==> config.mk <==
export PLATFORM = sky130hd
export DESIGN_NAME = char_scroller
export DESIGN_NICKNAME = d
export VERILOG_FILES = /design/src/rtl/char_scroller.sv
export SDC_FILE = /design/constraint.sdc
export NUM_CORES = 1
export LEC_CHECK = 0
export ABC_AREA = 0
export CAP_MARGIN = 30
export CORE_MARGIN = 3
export CORE_UTILIZATION = 56
export CTS_BUF_LIST = sky130_fd_sc_hd__clkbuf_4
export DETAILED_ROUTE_END_ITERATION = 8
export PLACE_DENSITY_LB_ADDON = 0.12
export RECOVER_POWER = 25
export SLEW_MARGIN = 20
export SYNTH_ARGS = -nofsm -noshare
export SYNTH_HDL_FRONTEND = slang
export SYNTH_SLANG_ARGS = --single-unit
==> constraint.sdc <==
create_clock -name CLOCK_50 -period 3.8 [get_ports CLOCK_50]
set_clock_uncertainty 0.15 [all_clocks]
set_input_delay 0.76 -clock CLOCK_50 [delete_from_list [all_inputs] [get_ports CLOCK_50]]
set_output_delay 0.76 -clock CLOCK_50 [all_outputs]
set_load 0.005 [all_outputs]
==> src/rtl/char_scroller.sv <==
// Message-window scroller: shows NUM_DISP chars of a writable 2-bit-code buffer on 7-seg displays.
// Latency: Offset moves on the advance edge; HEX is registered, 1 cycle behind Offset/buffer. Step adds 3 cycles.
// Backpressure: none; Load writes are accepted every cycle, out-of-range LoadIdx is dropped.
module char_scroller #(
    parameter int NUM_DISP  = 6,
    parameter int NUM_CHARS = 8,
    parameter int TICK_DIV  = 50000000
) (
    input  logic                         CLOCK_50,
    input  logic                         Resetn,
    input  logic                         Enable,
    input  logic                         Mode,
    input  logic                         Dir,
    input  logic                         Step,
    input  logic                         Load,
    input  logic [$clog2(NUM_CHARS)-1:0] LoadIdx,
    input  logic [1:0]                   LoadChar,
    output logic [7*NUM_DISP-1:0]        HEX,
    output logic [$clog2(NUM_CHARS)-1:0] Offset
);

    localparam int IDX_W = $clog2(NUM_CHARS);
    localparam int PW    = (TICK_DIV > 1) ? $clog2(TICK_DIV) : 1;

    localparam logic [PW-1:0]    TICK_LAST = PW'(TICK_DIV - 1);
    localparam logic [IDX_W-1:0] LAST_IDX  = IDX_W'(NUM_CHARS - 1);
    localparam logic [IDX_W:0]   DEPTH     = (IDX_W + 1)'(NUM_CHARS);

    // Character codes: 00 'd', 01 'E', 10 '1', 11 blank.
    function automatic logic [6:0] seg7(input logic [1:0] c);
        logic [6:0] s;
        case (c)
            2'b00:   s = 7'b1000010;
            2'b01:   s = 7'b0110000;
            2'b10:   s = 7'b1001111;
            default: s = 7'b1111111;
        endcase
        return s;
    endfunction

    // Power-up message "dE1" followed by blanks.
    function automatic logic [1:0] reset_char(input int i);
        logic [1:0] c;
        case (i)
            0:       c = 2'b00;
            1:       c = 2'b01;
            2:       c = 2'b10;
            default: c = 2'b11;
        endcase
        return c;
    endfunction

    // Buffer index shown on display k; leftmost display (k = NUM_DISP-1) shows buf[off].
    function automatic logic [IDX_W-1:0] win_idx(input logic [IDX_W-1:0] off, input int k);
        int s;
        s = int'(off) + NUM_DISP - 1 - k;
        return IDX_W'(s % NUM_CHARS);
    endfunction

    logic [PW-1:0]         presc_q, presc_d;
    logic [IDX_W-1:0]      offset_q, offset_d;
    logic [1:0]            msg_q [NUM_CHARS];
    logic [1:0]            msg_d [NUM_CHARS];
    logic [7*NUM_DISP-1:0] hex_q, hex_d;
    logic                  sync1_q, sync2_q, edge_q;
    logic                  tick_adv, step_adv, adv;

    // Prescaler: free-runs in auto mode while enabled, cleared in manual mode.
    always_comb begin
        presc_d  = presc_q;
        tick_adv = 1'b0;
        if (Mode) begin
            presc_d = '0;
        end else if (Enable) begin
            if (presc_q == TICK_LAST) begin
                presc_d  = '0;
                tick_adv = 1'b1;
            end else begin
                presc_d = presc_q + 1'b1;
            end
        end
    end

    // One advance per rising edge of the synchronised Step, only in manual mode.
    always_comb begin
        step_adv = Mode & sync2_q & ~edge_q;
        adv      = tick_adv | step_adv;
    end

    // Rotation offset, wrapping modulo NUM_CHARS in either direction.
    always_comb begin
        offset_d = offset_q;
        if (adv) begin
            if (!Dir) begin
                offset_d = (offset_q == LAST_IDX) ? '0 : offset_q + 1'b1;
            end else begin
                offset_d = (offset_q == '0) ? LAST_IDX : offset_q - 1'b1;
            end
        end
    end

    // Buffer write; indices beyond the buffer depth are dropped rather than wrapped.
    always_comb begin
        msg_d = msg_q;
        if (Load && ({1'b0, LoadIdx} < DEPTH)) begin
            msg_d[LoadIdx] = LoadChar;
        end
    end

    // Segment image of the current window, registered into HEX next edge.
    always_comb begin
        hex_d = '1;
        for (int k = 0; k < NUM_DISP; k++) begin
            hex_d[7*k +: 7] = seg7(msg_q[win_idx(offset_q, k)]);
        end
    end

    // State registers with asynchronous active-low reset.
    always_ff @(posedge CLOCK_50 or negedge Resetn) begin
        if (!Resetn) begin
            presc_q  <= '0;
            offset_q <= '0;
            sync1_q  <= 1'b0;
            sync2_q  <= 1'b0;
            edge_q   <= 1'b0;
            hex_q    <= '1;
            for (int i = 0; i < NUM_CHARS; i++) begin
                msg_q[i] <= reset_char(i);
            end
        end else begin
            presc_q  <= presc_d;
            offset_q <= offset_d;
            sync1_q  <= Step;
            sync2_q  <= sync1_q;
            edge_q   <= sync2_q;
            hex_q    <= hex_d;
            msg_q    <= msg_d;
        end
    end

    assign HEX    = hex_q;
    assign Offset = offset_q;

endmodule

==> results.json <==
{
  "cp_cell_sequence": "inv_1 -> ha_1 -> mux2_2 -> nor2_1 -> a21oi_1 -> mux2_2 -> nand2b_1",
  "antenna_cells": 0,
  "crit_top_cell": "mux2_2",
  "tightest_slew_ns": 1.602,
  "status": "finished with violations",
  "inverters": 8,
  "bufAreaShareNonClock_pct": 13.32,
  "cts_resized": 0,
  "ys_chip_area_um2": 3835,
  "xor_area_share_pct": 2.055,
  "r2r_cells": 7,
  "grt_pass1_vias": 2799,
  "hold_violations": 0,
  "crit_end": "HEX[6]$_DFF_PN1_",
  "seq_cells": 66,
  "postRouteAntennaNets": 0,
  "ir_drop_mv": 0.3792,
  "cts.sinks": 66,
  "grt_pass1_wl_mm": 13.73,
  "overflow": 0,
  "clock_latency_ns": 0.39,
  "critPathMaxFanout": 22,
  "cpPeakStageDelay_ns": 0.89,
  "holdPathEnd": "sync2_q$_DFF_PN0_",
  "ff2ff_setup_slack_ns": 0.81,
  "flop_cell": "dfrtp_1",
  "ys_sh_simple_pct": 20.39,
  "hold_path_depth": 0,
  "power.share.clock_pct": 15.0,
  "tns_ns": 0,
  "power_w": 0.002993,
  "leakagePower_nw": 1.706,
  "fp_nets": 386,
  "pg_comb_w": 0.00146,
  "clk_share_pct": 3.024,
  "p_per_area_nw_per_um2": 682.5,
  "hp-start": "sync1_q$_DFF_PN0_",
  "dpl.cell_count": 466,
  "pg_clk_w": 0.000450,
  "worstSetupStartpointType": "register",
  "clock_buffers": 12,
  "hold_class": "register to register",
  "cts_tree": "built",
  "cts_root_buffer": "clkbuf_4",
  "aoi_share_pct": 10.02,
  "finalMaxSlewViolations": 30,
  "pwr-share-comb_pct": 48.6,
  "core_um2": 6495,
  "synthCells": 368,
  "place_area_um2": 4262,
  "crit_family": "adder cells",
  "dp_slack_ns": 0.8218,
  "vias": 2957,
  "setup_violations": 0,
  "drv_cap": 1,
  "p_int_w": 0.001994,
  "ys_warn_count": 0,
  "ctsLongestPathBuffers": 2,
  "fp_util_pct": 59.04,
  "comb_share_pct": 42.25,
  "taps": 77,
  "antenna_found_initial": 0,
  "r2r-end": "HEX[6]$_DFF_PN1_",
  "place.gp.congestion": 0.8527,
  "most-common-layout-cells": "54 x clkdlybuf4s50_1, 36 x dfrtp_1, 32 x nand2_1",
  "power_leader": "combinational cells",
  "grt_max_degree": 30,
  "drt_iter0_drc": 232,
  "crit_type": "register to register",
  "clk_pin_slew_worst_paths_ns": 0.10,
  "seqCellArea_um2": 1689,
  "violations": "max-capacitance violations, max-slew violations",
  "ys_seq_share_pct": 44.05,
  "synth_flop_count": 66,
  "end_kind": "register",
  "adder_share_pct": 1.958,
  "mostFrequentLayoutCell": "clkdlybuf4s50_1"
}
[cell usage after synthesis (5+ instances only)]
library cell	number	area, µm²
dfrtp_1	36	900.9
nor3_1	8	40.04
nand2_1	32	120.1
buf_4	24	180.2
o21ai_1	6	30.03
nor4_1	5	31.28
mux2i_1	15	150.1
a31o_1	6	52.55
o21ai_0	16	80.08
nor2_1	21	78.83
mux2_2	27	304.0
ha_1	6	75.07
nand2b_1	6	37.54
dfstp_2	30	788.3
inv_1	7	26.28
clkbuf_1	8	30.03
nand4_1	10	62.56
a32o_1	6	60.06
nand3_1	12	60.06
xor2_1	6	52.55
nor4b_1	6	52.55
a21oi_1	11	55.05
[metal layers]
layer  vias up  GRT usage [%]  wire length, µm
li1       1399              -                -
met1      1446          35.41             3856
met2       103          31.24             3494
met3         9          3.538              579
met4         0          6.868               77
met5         -              0                0
Figure 1. Sizing map.
(6 px per µm)
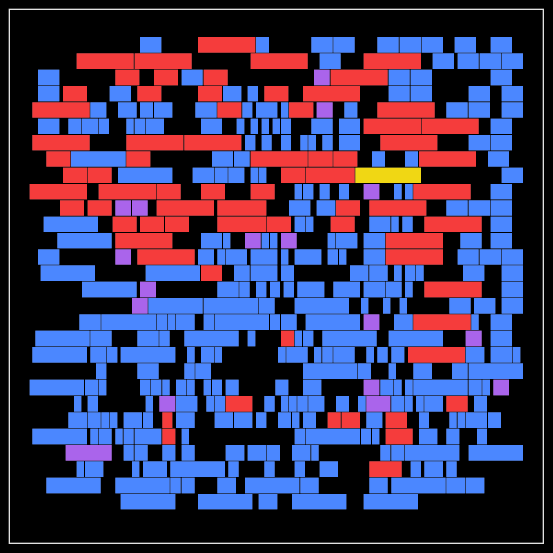
- purple: _3 and _4 cells (cells 17)
- yellow: _6 and larger (cells 1)
- red: _2 cells (cells 71)
- blue: _0 and _1 cells (cells 316)

Figure 2. I/O pins on the die edge.
(6 px per µm) Pins as bars across the die edge, other pins in gray.
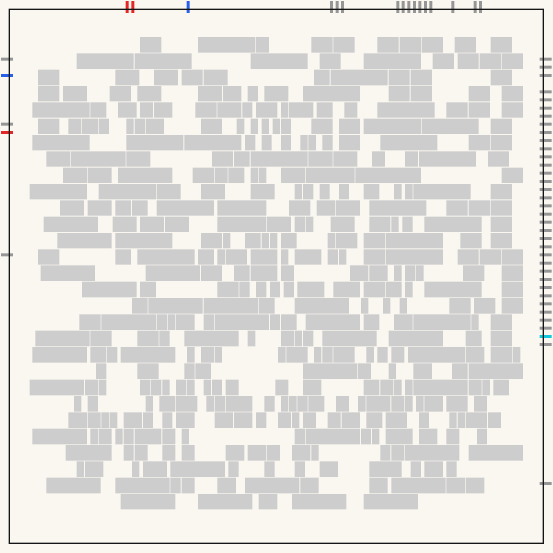
- cyan: `Dir` (pins 1; direction input; edge right)
- blue: `LoadChar` (pins 2; direction input; edge 1 left, 1 top)
- red: `LoadIdx` (pins 3; direction input; edge 2 top, 1 left)
Die Y: 88.76 µm
Die Wd: 88.76 µm
number of port buffers: 56

Power is estimated from default activity; no workload was simulated.
